`config.mk`:
```
export PLATFORM = sky130hd
export DESIGN_NAME = alu_ctrl
export DESIGN_NICKNAME = d
export VERILOG_FILES = /design/src/rtl/alu_ctrl_pkg.sv /design/src/rtl/alu_op_decode.sv /design/src/rtl/alu_ctrl.sv
export SDC_FILE = /design/constraint.sdc
export NUM_CORES = 1
export LEC_CHECK = 0
export CAP_MARGIN = 20
export CELL_PAD_IN_SITES_DETAIL_PLACEMENT = 0
export CELL_PAD_IN_SITES_GLOBAL_PLACEMENT = 2
export CORE_MARGIN = 2
export CORE_UTILIZATION = 30
export DETAILED_ROUTE_END_ITERATION = 16
export PLACE_DENSITY_LB_ADDON = 0.1
export RECOVER_POWER = 50
export SYNTH_ARGS = -nofsm -noshare
export SYNTH_HDL_FRONTEND = slang
export SYNTH_SLANG_ARGS = --single-unit
```
`constraint.sdc`:
```
create_clock -name clk -period 14.3 [get_ports clk]
set_input_delay 1.43 -clock clk [delete_from_list [all_inputs] [get_ports clk]]
set_output_delay 1.43 -clock clk [all_outputs]
set_load 0.03 [all_outputs]
```
`src/rtl/alu_ctrl_pkg.sv`:
```
// ALU controller shared definitions: opcodes, ALU selects, FSM encoding.
// Imported by the decoder and the controller top.
package alu_ctrl_pkg;

    localparam logic [4:0] OP_ADD  = 5'h00;
    localparam logic [4:0] OP_SUB  = 5'h01;
    localparam logic [4:0] OP_MUL  = 5'h02;
    localparam logic [4:0] OP_DIV  = 5'h03;
    localparam logic [4:0] OP_AND  = 5'h04;
    localparam logic [4:0] OP_OR   = 5'h05;
    localparam logic [4:0] OP_SHL  = 5'h06;
    localparam logic [4:0] OP_SHR  = 5'h07;
    localparam logic [4:0] OP_ROL  = 5'h08;
    localparam logic [4:0] OP_ROR  = 5'h09;
    localparam logic [4:0] OP_NEG  = 5'h0A;
    localparam logic [4:0] OP_XOR  = 5'h0B;
    localparam logic [4:0] OP_NOR  = 5'h0C;
    localparam logic [4:0] OP_NAND = 5'h0D;

    localparam logic [3:0] ALU_SEL_NOP  = 4'b0000;
    localparam logic [3:0] ALU_SEL_ADD  = 4'b0001;
    localparam logic [3:0] ALU_SEL_SUB  = 4'b0010;
    localparam logic [3:0] ALU_SEL_MUL  = 4'b0011;
    localparam logic [3:0] ALU_SEL_DIV  = 4'b0100;
    localparam logic [3:0] ALU_SEL_AND  = 4'b0101;
    localparam logic [3:0] ALU_SEL_OR   = 4'b0110;
    localparam logic [3:0] ALU_SEL_SHL  = 4'b0111;
    localparam logic [3:0] ALU_SEL_SHR  = 4'b1000;
    localparam logic [3:0] ALU_SEL_ROL  = 4'b1001;
    localparam logic [3:0] ALU_SEL_ROR  = 4'b1010;
    localparam logic [3:0] ALU_SEL_NEG  = 4'b1011;
    localparam logic [3:0] ALU_SEL_XOR  = 4'b1100;
    localparam logic [3:0] ALU_SEL_NOR  = 4'b1101;
    localparam logic [3:0] ALU_SEL_NAND = 4'b1110;

    localparam logic [1:0] ST_IDLE    = 2'd0;
    localparam logic [1:0] ST_ISSUE   = 2'd1;
    localparam logic [1:0] ST_CAPTURE = 2'd2;
    localparam logic [1:0] ST_RESP    = 2'd3;

endpackage

```
`src/rtl/alu_op_decode.sv`:
```
// Opcode decoder: maps a request opcode to the ALU select plus
// legality and whether the op produces a HI word.
module alu_op_decode
    import alu_ctrl_pkg::*;
(
    input  logic [4:0] i_op,
    output logic [3:0] o_sel,
    output logic       o_legal,
    output logic       o_writes_hi
);

    // Pure lookup; anything above NAND is illegal
    always_comb begin
        o_sel       = ALU_SEL_NOP;
        o_legal     = 1'b1;
        o_writes_hi = 1'b0;
        unique case (i_op)
            OP_ADD:  o_sel = ALU_SEL_ADD;
            OP_SUB:  o_sel = ALU_SEL_SUB;
            OP_MUL: begin
                o_sel       = ALU_SEL_MUL;
                o_writes_hi = 1'b1;
            end
            OP_DIV: begin
                o_sel       = ALU_SEL_DIV;
                o_writes_hi = 1'b1;
            end
            OP_AND:  o_sel = ALU_SEL_AND;
            OP_OR:   o_sel = ALU_SEL_OR;
            OP_SHL:  o_sel = ALU_SEL_SHL;
            OP_SHR:  o_sel = ALU_SEL_SHR;
            OP_ROL:  o_sel = ALU_SEL_ROL;
            OP_ROR:  o_sel = ALU_SEL_ROR;
            OP_NEG:  o_sel = ALU_SEL_NEG;
            OP_XOR:  o_sel = ALU_SEL_XOR;
            OP_NOR:  o_sel = ALU_SEL_NOR;
            OP_NAND: o_sel = ALU_SEL_NAND;
            default: o_legal = 1'b0;
        endcase
    end

endmodule

```
`src/rtl/alu_ctrl.sv`:
```
// ALU controller: accepts one request, issues it to a registered ALU,
// captures the result into HI/LO and holds the response until taken.
module alu_ctrl
    import alu_ctrl_pkg::*;
(
    input  logic        clk,
    input  logic        reset,
    input  logic        req_valid,
    output logic        req_ready,
    input  logic [4:0]  req_op,
    input  logic [31:0] req_a,
    input  logic [31:0] req_b,
    output logic [31:0] alu_a,
    output logic [31:0] alu_b,
    output logic [3:0]  alu_sel,
    input  logic [63:0] alu_out,
    output logic        rsp_valid,
    input  logic        rsp_ready,
    output logic [31:0] rsp_lo,
    output logic [31:0] rsp_hi,
    output logic        rsp_err,
    output logic [31:0] hi_reg,
    output logic [31:0] lo_reg
);

    logic [1:0]  r_state;
    logic [31:0] r_a;
    logic [31:0] r_b;
    logic [3:0]  r_sel;
    logic        r_wr_hi;
    logic [31:0] r_rsp_lo;
    logic [31:0] r_rsp_hi;
    logic        r_rsp_err;
    logic [31:0] r_hi;
    logic [31:0] r_lo;

    logic [3:0]  w_sel;
    logic        w_legal;
    logic        w_wr_hi;
    logic        w_accept;

    alu_op_decode u_dec (
        .i_op        (req_op),
        .o_sel       (w_sel),
        .o_legal     (w_legal),
        .o_writes_hi (w_wr_hi)
    );

    assign w_accept  = req_valid && (r_state == ST_IDLE);
    assign req_ready = (r_state == ST_IDLE);
    assign rsp_valid = (r_state == ST_RESP);
    assign alu_sel   = (r_state == ST_ISSUE) ? r_sel : ALU_SEL_NOP;
    assign alu_a     = r_a;
    assign alu_b     = r_b;
    assign rsp_lo    = r_rsp_lo;
    assign rsp_hi    = r_rsp_hi;
    assign rsp_err   = r_rsp_err;
    assign hi_reg    = r_hi;
    assign lo_reg    = r_lo;

    // Control FSM: illegal ops skip straight to the response
    always_ff @(posedge clk or posedge reset) begin
        if (reset) begin
            r_state <= ST_IDLE;
        end else begin
            unique case (r_state)
                ST_IDLE: begin
                    if (w_accept)
                        r_state <= w_legal ? ST_ISSUE : ST_RESP;
                end
                ST_ISSUE:   r_state <= ST_CAPTURE;
                ST_CAPTURE: r_state <= ST_RESP;
                ST_RESP: begin
                    if (rsp_ready)
                        r_state <= ST_IDLE;
                end
                default:    r_state <= ST_IDLE;
            endcase
        end
    end

    // Operand latch, result capture and HI/LO architectural state
    always_ff @(posedge clk or posedge reset) begin
        if (reset) begin
            r_a       <= '0;
            r_b       <= '0;
            r_sel     <= ALU_SEL_NOP;
            r_wr_hi   <= 1'b0;
            r_rsp_lo  <= '0;
            r_rsp_hi  <= '0;
            r_rsp_err <= 1'b0;
            r_hi      <= '0;
            r_lo      <= '0;
        end else if (w_accept) begin
            if (w_legal) begin
                r_a       <= req_a;
                r_b       <= req_b;
                r_sel     <= w_sel;
                r_wr_hi   <= w_wr_hi;
                r_rsp_err <= 1'b0;
            end else begin
                r_rsp_err <= 1'b1;
                r_rsp_lo  <= '0;
                r_rsp_hi  <= r_hi;
            end
        end else if (r_state == ST_CAPTURE) begin
            r_rsp_err <= 1'b0;
            r_rsp_lo  <= alu_out[31:0];
            r_lo      <= alu_out[31:0];
            if (r_wr_hi) begin
                r_rsp_hi <= alu_out[63:32];
                r_hi     <= alu_out[63:32];
            end else begin
                r_rsp_hi <= r_hi;
            end
        end
    end

endmodule

```
### Cell density map, run 1

Drawn at 1.5 px/um. The die is cut into 17 by 17 equal tiles; white is low, dark blue is high, 0 to 100% covered.
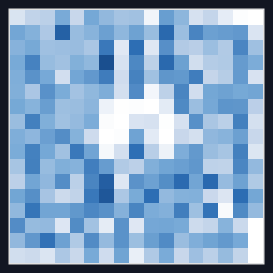
fullest tile: 88%
nearly empty tiles: 4.5%
mean over tiles: 42%

### Clock wires, drivers and flops, run 1

Drawn at 3 px/um.
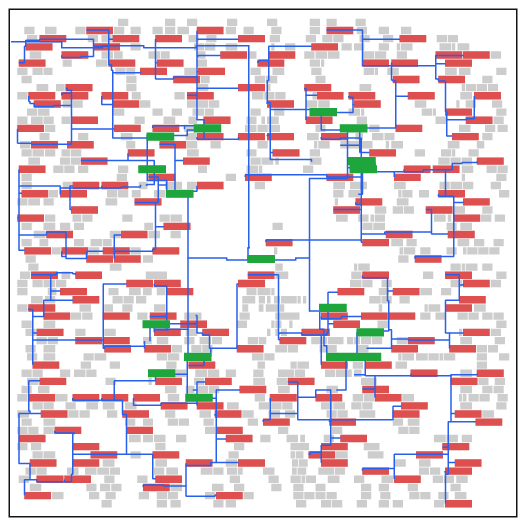
[clock wires] blue | length: 2760 um
[clock drivers] green | count: 17
[flip-flops] red | count: 200
flops lie: all over the die

### Routing congestion map, run 1

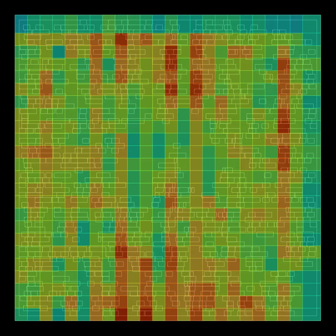
Wirelength per Cell: 19.9 um
overall global routing resource usage: 0.170

==> run notes, run 1 <==
Physical implementation

The first global-routing pass estimated about 37000 um of wire. The final reports fail on capacitance limit, slew limit. Hold analysis shows the worst path with a depth of 1.

Clock tree synthesis inserted a total of 17 buffers. The routed design has 24200 um of wire. The final design area excluding fillers is between 10000 and 15000 sq um. The timing startpoint of the critical path is reset.

The headroom to the max-slew limit is -3.06. The power report lists cell-internal power as 0.00190 W. The last element of the critical path is r_wr_hi.

The flop count is approximately 200. The highest layer touched by signal routing is met4. The worst min-delay path startpoint is alu_a[17]. The clock network consumes a total of 0.000503 W. The number of inserted filler cells in the final layout is 2395. In this run, synthesis inferred 0 flip-flops with an integrated enable. The number of global-route vias before repair is ~6300.

The total area of multi-input combinational cells is around 2900 sq um. The AND-OR/OR-AND share of the synthesized area is 0.0900. The max-slew violation total from the final report is 271. The total iterations of the first detailed-routing run is 4. The total power draw is between 0.003 and 0.004 W. The arrival time of data at the critical path endpoint is ~5400 ps. The post-cts gate resize count is 0. Of the total standard cell area in the layout, the sequential portion is 0.405. The most repeated cell in the gate-level netlist after synthesis is dfrtp_1. The worst setup skew after layout is 14.9 ps. In the final design, more cell area goes to registers than to any other class. The arithmetic-cell share of the synthesized area counting full adders, half adders and majority gates is 0.00615. The clock buffer count in the final layout is 18. The number of warnings issued by yosys is 0. The flow ran to the end, but the final reports show violations. The flow reports an fmax of around 0.16 GHz. Per the post-CTS timing run, clock transition at the registers of the reported paths is about 80 ps.

The transition time recorded at the tightest slew-check pin is a little over 6000 ps. The count of maximum capacitance violations is 4. The via count is ~5800. The type of element launching the critical path is a primary input. The global routing report lists met1 layer usage as 0.206. The OpenROAD report gives the critical path a required time of about 13000 ps. The cell count after synthesis is 536. The worst min-delay path class is reg -> reg. The slowest stage of the critical path is the clkinvlp_2 cell. Buffers placed on the I/O ports in this run total about 340. Per the timing report, the most critical flop-to-flop path originates at r_state[0]. The last timing report of the flow puts the setup violation total at 0. The commonest cells after synthesis are 200 x dfrtp_1, 124 x mux2_2, 36 x nand2_1. The worst vdd rail ir drop is about 0.1 mV. The post-place setup slack is 10110 ps. The number of library cell types mapped by synthesis is 29. The sequential power reported by the tool is around 0.001 W. The clock network power share is 0.153. After the flow finishes, the layout carries non-filler instances totaling roughly 1200.

Summed over all layers, the global routing overflow is 0. The later pin in the worst-skew pair is clocked with a latency of 430 ps. Of the available clock period, the critical path in the final layout requires 0.441. The cell-mix breakdown from Yosys lists the simple-gate area share as 0.0263.

In the Yosys report the total cell count is roughly 540. Per the post-synthesis stats, the area per cell is ~15 sq um. Including well taps, the total number of placed cells is roughly 1200.

The critical path depth in cells is 2. Of the total synthesized cell area, the portion taken by XOR and XNOR cells is 0. Per the run report, area growth between synthesis and finish was 52.0%. The setup fix buffers added after clock tree synthesis is 0. The share of total power dissipated in sequential elements is 0.312. met3 track demand over resource after global routing is 0.0617. Summing every instance area after synthesis gives slightly above 8000 sq um.
==> run 2, diff against run 1 <==
--- a/config.mk
+++ b/config.mk
@@ -9,7 +9,7 @@
 export CELL_PAD_IN_SITES_DETAIL_PLACEMENT = 0
 export CELL_PAD_IN_SITES_GLOBAL_PLACEMENT = 2
 export CORE_MARGIN = 2
-export CORE_UTILIZATION = 30
+export CORE_UTILIZATION = 28
 export DETAILED_ROUTE_END_ITERATION = 16
 export PLACE_DENSITY_LB_ADDON = 0.1
 export RECOVER_POWER = 50
==> constraint.sdc (replaced) <==
create_clock -name clk -period 6.2 [get_ports clk]
set_input_delay 0.62 -clock clk [delete_from_list [all_inputs] [get_ports clk]]
set_output_delay 0.62 -clock clk [all_outputs]
set_load 0.03 [all_outputs]
### Routing congestion map, run 2

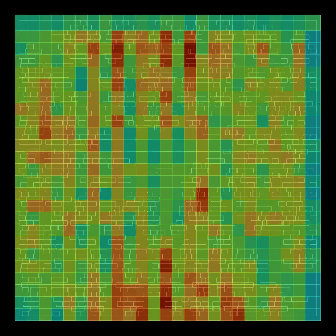
GRT met1 Usage: 0.195
global-route track usage on met3: 0.0573
most utilized layer in the global route result: met2

### Clock wires, drivers and flops, run 2

Drawn at 3 px/um.
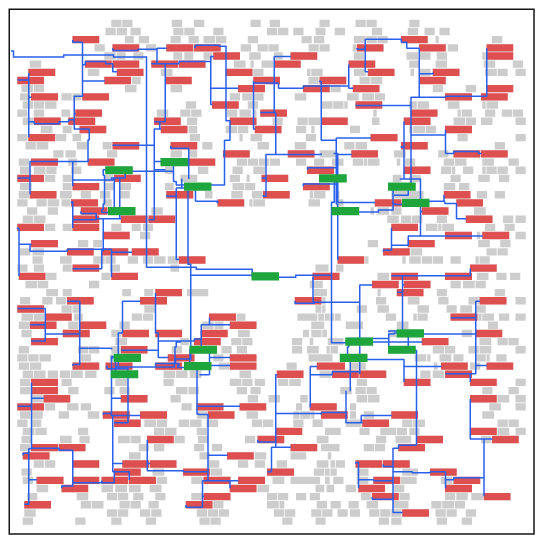
[flip-flops] red | count: 200
[clock drivers] green | count: 17
[clock wires] blue | length: 2850 um
routed clock nets: 18
flops lie: all over the die

==> run 2 against run 1 <==
  * The run still ends with capacitance limit, slew limit left
  * Clock power rose by 130%
  * Sequential share of layout area fell by 0.32 points
  * Worst hold slack got worse by 2.5 ps
  * Critical path type is now reg -> reg
  * Combinational power rose by 130%
  * Wire length rose by 1.6%
  * Total power rose by 130%
  * Worst setup slack got worse by 5700 ps
  * Via count fell by 0.54%
  * Sequential power rose by 130%
  * Global-route usage fell by 0.72 points
  * Core utilization fell by 2.6 points
  * Clock-buffer cell count did not move
==> run notes, run 2 <==
Physical implementation

The post-placement cell count is 1226 (was 1182). The clock-pin slew of the registers on the worst-case setup and hold paths is 80 ps (about the same). The post-place setup slack is 2850 ps (was 10110 ps). The max-slew violation total from the final report is 39 (was 271).

The largest fanout on the critical path is 38 (was 132). The transition at the pin with the smallest max-transition slack was 1930 ps (was 6050 ps). The wire length of the first global-routing pass is 38200 um (was 37500 um).

The aggregate global routing overflow is 0 (unchanged). The internal power of the cells is 0.00431 W (was 0.00190 W). The worst vdd rail ir drop is 0.282 mV (was 0.102 mV). The fraction of synthesized cell area in xor and xnor cells was 0 (unchanged). The post-synth tally of flip-flops with integrated enable was 0 (unchanged). The AND-OR/OR-AND share of the synthesized area is 0.0900 (unchanged). The last element of the critical path is hi_reg[21] (was r_wr_hi). The most repeated cell in the gate-level netlist after synthesis is dfrtp_1 (unchanged).

The number of non-clock buffers in the layout is 343 (was 341). The number of library cell types mapped by synthesis was 29 (unchanged). The clock network power came to 0.00115 W (was 0.000503 W).

The number of buffers added by the clock tree synthesis step is 17 (unchanged). The ratio of routed vias to standard cells is 4.56 (was 4.75). The average wire per standard cell is 19.5 um (was 19.9 um).

The worst hold-check slack is 502 ps (was 505 ps). The cell count after synthesis is 536 (unchanged). The total iterations of the first detailed-routing run is 4 (unchanged). For this run, the top clock speed supported by timing is about 0.25 GHz. The type of element launching the critical path is a flip-flop (was primary input). The dominant non-sequential cell family after synthesis is multiplexers (unchanged). The CTS H-tree depth is 4 (unchanged). The post-synthesis sequential area ratio is 0.615 (unchanged). The final design area excluding fillers came to 12500 sq um (was 12400 sq um). The number of standard cells in the layout, taps in and fillers out came to 1260 (was 1216).

The final critical-path share of the clock period is 0.633. The timing startpoint of the critical path is r_state[0] (was reset). The global-route usage over all layers was 0.163 (was 0.170).

The area fraction in and, or, nand and nor cells after synthesis was 0.0263 (unchanged). The highest routed metal layer is met4 (unchanged). The number of buffer cells added on primary ports is 335 (unchanged). The pre-placement core utilization is 0.284 (was 0.304).

The flop count is 200 (unchanged). The share of cell area taken by flip-flops and latches is 0.402 (was 0.405). The cell count of the worst hold path came to 1 (unchanged). The total area of multi-input combinational cells came to 2910 sq um (was 2900 sq um). The arithmetic-cell share of the synthesized area counting full adders, half adders and majority gates is 0.00615 (unchanged).

The total power draw came to 0.00752 W (was 0.00329 W). The startpoint of the most critical register-to-register path is r_state[0] (unchanged). The headroom to the max-slew limit is -0.290 (was -3.06).

The fraction of the core area covered by cells at the end of the flow is 0.436 (was 0.462). The latest clock arrival within the worst-skew pair was 430 ps (about the same). The worst setup skew after layout is 12.3 ps (was 14.9 ps). The number of cell rows is 62 (was 60). The sequential group power is 0.00234 W (was 0.00103 W).

The largest delay contributor family on the critical path is adder cells (was buffers and inverters). The via count is 5750 (was 5781). The clock buffer count in the final layout is 18 (unchanged). The total routed wirelength came to 24600 um (was 24200 um).

The part of the total power dissipated in sequential elements is 0.311 (was 0.312). The setup fix buffers added after clock tree synthesis was 0 (unchanged). Most instantiated cells after synthesis: 200 x dfrtp_1, 124 x mux2_2, 36 x nand2_1 (unchanged). The mean instance size in the synthesized netlist was 15.2 sq um (unchanged). The area of the mapped netlist was 8140 sq um (unchanged). The post-cts gate resize count is 0 (unchanged). The power consumed by combinational cells is 0.00403 W (was 0.00176 W). The number of inserted filler cells in the final layout is 2646 (was 2395). The worst min-delay path class is reg -> reg (unchanged). The sum of negative setup slack is 0 ps (unchanged). The worst min-delay path startpoint is alu_a[4] (was alu_a[17]). The signed area change from the synthesized netlist to the final layout is 53.2% (was 52.0%). The arrival time of data at the critical path endpoint was 4240 ps (was 5360 ps). Status: finished, violations left (unchanged).

The post-layout net count is 1004 (was 1002). The cell count listed in synth_stat.txt came to 536 (unchanged). The critical path depth in cells is 5 (was 2). The floorplan die area is 30400 sq um (was 28500 sq um). The slack of the critical path is 2270 ps (was 7990 ps).

The biggest cell category by area in the final layout is registers (unchanged). The count of maximum capacitance violations is 1 (was 4). The required arrival time at the worst endpoint was 6510 ps (was 13350 ps). The total met3 wirelength after detailed routing is 1960 um (was 1890 um). The proportion of total power due to net switching was 0.427 (was 0.423). The number of global-route vias before repair is 6371 (was 6312).

The number of warnings issued by yosys is 0 (unchanged). The number of failing setup endpoints in the final timing report is 0 (unchanged). The commonest non-fill, non-tap cell in the layout is clkdlybuf4s50_1 (unchanged). The cell at the slowest stage of the critical path is ha_1 (was clkinvlp_2). Violations in the final reports: capacitance limit, slew limit (unchanged). The worst hold path endpoint is alu_a[4] (was alu_a[17]). The clock network power share is 0.153 (about the same).
==> run 3, diff against run 2 <==
--- a/config.mk
+++ b/config.mk
@@ -9,7 +9,7 @@
 export CELL_PAD_IN_SITES_DETAIL_PLACEMENT = 0
 export CELL_PAD_IN_SITES_GLOBAL_PLACEMENT = 2
 export CORE_MARGIN = 2
-export CORE_UTILIZATION = 28
+export CORE_UTILIZATION = 25
 export DETAILED_ROUTE_END_ITERATION = 16
 export PLACE_DENSITY_LB_ADDON = 0.1
 export RECOVER_POWER = 50
==> constraint.sdc (replaced) <==
create_clock -name clk -period 3.55 [get_ports clk]
set_input_delay 0.355 -clock clk [delete_from_list [all_inputs] [get_ports clk]]
set_output_delay 0.355 -clock clk [all_outputs]
set_load 0.03 [all_outputs]
### Clock wires, drivers and flops, run 3

Drawn at 3 px/um.
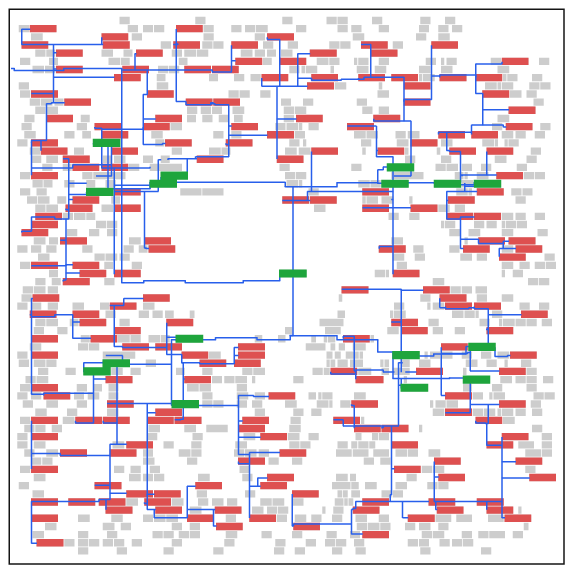
[clock drivers] green | count: 17
[flip-flops] red | count: 200
[clock wires] blue | length: 2910 um
routed clock nets: 18
flops lie: all over the die

### Floorplan with the power grid, run 3

Drawn at 2 px/um. Pins as bars on the die edge.
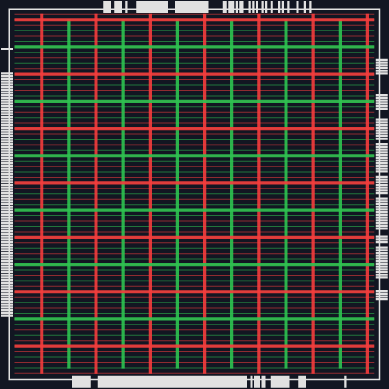
| net | color |
|---|---|
| VDD | green |
| VSS | red |
met5 straps: 13
rows: 66
met1 rails: 67
met4 straps: 13

==> run 3 against run 2 <==
  * The run still ends with capacitance limit, slew limit left
  * Largest cell class unchanged
  * Core utilization shrank 4.4 points
  * First-iteration DRC count increased by 27%
  * Wire length grew 2.6%
  * Combinational power up 79%
  * Total power increased by 80%
  * Largest power group unchanged
  * Synthesized cell count unchanged
  * Clock skew decreased by 0.68 ps
  * Design area is 1.5% higher
  * Die area rose by 12%
  * Final cell count is 5.7% higher
==> run notes, run 3 <==
Physical implementation

Status: finished, violations left (unchanged). Violations in the final reports: capacitance limit, slew limit (unchanged). The detailed-routed wire length on met2 is 12200 um (was 12300 um). The critical path depth in cells is 4 (was 5). The buffer-and-inverter tally for the worst setup path came to 4 (was 2). Chain of cells forming the critical path: dlygate4sd3_1, clkinvlp_2, clkbuf_1, clkbuf_2 (was inv_1, ha_1, nand2_1, buf_4, mux2_2).

The mean instance size in the synthesized netlist is 15.2 sq um (unchanged). The largest delay contributor family on the critical path is buffers and inverters (was adder cells). The half-perimeter wire length after detailed placement came to 17800 um (was 17100 um).

The element type at the critical path end was an async pin (was flip-flop). The slack of the critical path is 904 ps (was 2270 ps). The type of element launching the critical path was a primary input (was flip-flop). The headroom to the max-slew limit is -0.00848 (was -0.290). The clock network power is 0.00219 W (was 0.00115 W).

The core region area is 32300 sq um (was 28600 sq um). The reg-to-reg critical path endpoint is alu_a[22] (was hi_reg[21]). The post-placement cell count was 1298 (was 1226). The aggregate global routing overflow was 0 (unchanged).

The count of maximum capacitance violations is 1 (unchanged). The CTS H-tree depth is 4 (unchanged). The final weighted congestion in routability-driven placement is 0.714 (was 0.747).

The cell at the slowest stage of the critical path is clkbuf_1 (was ha_1). The arrival time of data at the critical path endpoint came to 3210 ps (was 4240 ps). The dominant register cell in the synthesized netlist is dfrtp_1 (unchanged). The number of cell rows is 66 (was 62). The startpoint of the most critical register-to-register path was r_state[1] (was r_state[0]).

The number of warnings issued by yosys is 0 (unchanged). The transition at the pin with the smallest max-transition slack is 1510 ps (was 1930 ps). The cell count after synthesis is 536 (unchanged). Unrepaired setup endpoints after global routing: false (unchanged). The timing startpoint of the critical path was reset (was r_state[0]). The part of the total power dissipated in sequential elements is 0.304 (was 0.311). The setup slack of the most critical reg-to-reg path was 910 ps (was 2270 ps). Synth area leaders: dfrtp_1 62%, mux2_2 17%, o221a_1 4.2% (unchanged). The number of I/O pins came to 336 (unchanged).

The clock buffer count in the final layout is 17 (was 18). Most instantiated cells after synthesis: 200 x dfrtp_1, 124 x mux2_2, 36 x nand2_1 (unchanged). The required arrival time at the worst endpoint is 4110 ps (was 6510 ps). The combined flip-flop and latch cell area is 5010 sq um (unchanged).

The post-synthesis chip area from yosys is 8140 sq um (unchanged). The AND-OR/OR-AND share of the synthesized area is 0.0900 (unchanged). The most repeated cell in the gate-level netlist after synthesis is dfrtp_1 (unchanged).

The pre-placement core utilization is 0.252 (was 0.284). The latest clock arrival within the worst-skew pair is 440 ps (was 430 ps). The total iterations of the first detailed-routing run is 5 (was 4).

The fraction of area in clock buffers and inverters is 0.0519 (was 0.0485). The combinational fraction of design power is 0.534 (was 0.536). Based on the critical path, the design can be clocked at up to ~0.38 GHz.

The number of antenna violations at the first check in global routing came to 1 (was 0). The ratio of total power to cell area is 1070 nW/um^2 (was 603 nW/um^2). The post-synthesis sequential area ratio is 0.615 (unchanged).

The smallest clock period supported by the final layout is computed as ~2600 ps. The multi-input logic portion of the cell area is 0.230 (was 0.233). The number of non-clock buffers in the layout was 356 (was 343).

The average wire per standard cell was 18.9 um (was 19.5 um). The proportion of synthesized flip-flops having asynchronous set or reset came to 1.00 (unchanged). The met3 routing resource usage after global routing is 0.0696 (was 0.0573). The global-route usage over all layers is 0.149 (was 0.163). The internal power of the cells was 0.00788 W (was 0.00431 W). The clock network power share is 0.162 (was 0.153). The depth of the worst register-to-register path is 6 (was 5). The number of tap cells added at floorplan came to 442 (was 384).

The highest routed metal layer is met4 (unchanged). The total area of multi-input combinational cells is 2910 sq um (unchanged). The arithmetic-cell share of the synthesized area counting full adders, half adders and majority gates is 0.00615 (unchanged). The number of diodes added for antenna fixing is 1 (was 0). The area of placed instances was 12000 sq um (was 11800 sq um).

The final design area excluding fillers was 12700 sq um (was 12500 sq um). The total met3 wirelength after detailed routing was 2180 um (was 1960 um). The combinational gate count came to 295 (unchanged). The top cell type's share of synthesized area was 0.615 (unchanged). The area fraction in and, or, nand and nor cells after synthesis is 0.0263 (unchanged). The power consumed by combinational cells is 0.00721 W (was 0.00403 W). The power dissipated by switching net loads was 0.00563 W (was 0.00321 W). The count of endpoints failing hold in the final timing report is 0 (unchanged). The sequential group power came to 0.00410 W (was 0.00234 W).

The busiest metal layer after global routing is met2 (unchanged). The signed area change from the synthesized netlist to the final layout is 55.6% (was 53.2%). The wire length of the first global-routing pass was 38600 um (was 38200 um). The number of inserted filler cells in the final layout is 3066 (was 2646).

The sum of negative setup slack is 0 ps (unchanged). The floorplan die area is 34000 sq um (was 30400 sq um). The CTS tree is yes (unchanged). The total power draw is 0.0135 W (was 0.00752 W). The final critical-path share of the clock period is 0.745. The area of the mapped netlist is 8140 sq um (unchanged).

The number of standard cells in the layout, taps in and fillers out came to 1332 (was 1260). The cell count listed in synth_stat.txt is 536 (unchanged). The last element of the critical path was rsp_lo[3] (was hi_reg[21]).

The largest fanout on the critical path is 22 (was 38). The routing usage on met1 is 0.175 (was 0.195). The worst stage delay on the critical path came to 1160 ps (was 1460 ps). The cell accounting for the most synthesized area is dfrtp_1 (unchanged). The worst min-delay path class was in -> async (was reg -> reg). The fraction of synthesized cell area in xor and xnor cells is 0 (unchanged).

The DRC violation total after the first TritonRoute iteration came to 228 (was 180). The maximum number of pins on one net before global-route repair is 50 (was 149). The met2 track demand over resource is 0.247 (was 0.273). The ratio of routed vias to standard cells came to 4.36 (was 4.56).

The number of sinks handled by clock tree synthesis is 200 (unchanged). The number of failing setup endpoints in the final timing report is 0 (unchanged). The dominant non-sequential cell family after synthesis is multiplexers (unchanged).

Most used cells in the layout excluding fill and tap cells: 302 x clkdlybuf4s50_1, 199 x dfrtp_1, 124 x mux2_2, 36 x nand2_1 (was 217 x clkdlybuf4s50_1, 199 x dfrtp_1, 124 x mux2_2, 118 x dlygate4sd3_1, 36 x nand2_1). The number of library cell types mapped by synthesis was 29 (unchanged). The proportion of total power due to net switching came to 0.417 (was 0.427). The via count is 5812 (was 5750). The total routed wirelength is 25200 um (was 24600 um). The met1 wire length is 10400 um (was 9790 um). The worst setup skew after layout is 11.6 ps (was 12.3 ps). The floorplan net count is 677 (unchanged). The setup fix buffers added after clock tree synthesis is 0 (unchanged). The post-place setup slack is 1130 ps (was 2850 ps). The proportion of final cell area spent on non-clock buffers is 0.277 (was 0.276). The commonest non-fill, non-tap cell in the layout was clkdlybuf4s50_1 (unchanged). The number of buffer cells added on primary ports came to 335 (unchanged). The share of cell area taken by flip-flops and latches is 0.396 (was 0.402). The share of post-route cells with drive strength above 1 is 0.209 (was 0.207). The post-cts gate resize count is 0 (unchanged). The fraction of the core area covered by cells at the end of the flow is 0.392 (was 0.436).

The flop and latch count out of synthesis is 200 (unchanged). The clock-pin slew of the registers on the worst-case setup and hold paths is 70 ps (was 80 ps). The biggest cell category by area in the final layout was registers (unchanged).

The total of hold buffers inserted after clock tree synthesis came to 0 (unchanged). The number of global-route vias before repair came to 6456 (was 6371). The worst vdd rail ir drop is 0.420 mV (was 0.282 mV). The post-synth tally of flip-flops with integrated enable is 0 (unchanged). The top contributor to total power was combinational cells (unchanged). The number of buffers added by the clock tree synthesis step is 17 (unchanged). The worst hold-check slack came to 497 ps (was 502 ps).

The maximum buffer depth of the clock tree is 2 (unchanged). The remaining routing DRC violations is 0 (unchanged). The post-detailed-route count of antenna-violating nets is 0 (unchanged).

The flop count is 200 (unchanged). The max-slew violation total from the final report came to 20 (was 39). The count of inverters not on the clock network in the layout is 6 (unchanged).

The post-layout net count is 1017 (was 1004). The leakage power of the design came to 5.06 nW (was 5.05 nW).
No activity file was given, so power comes from the tool's default toggle rates.
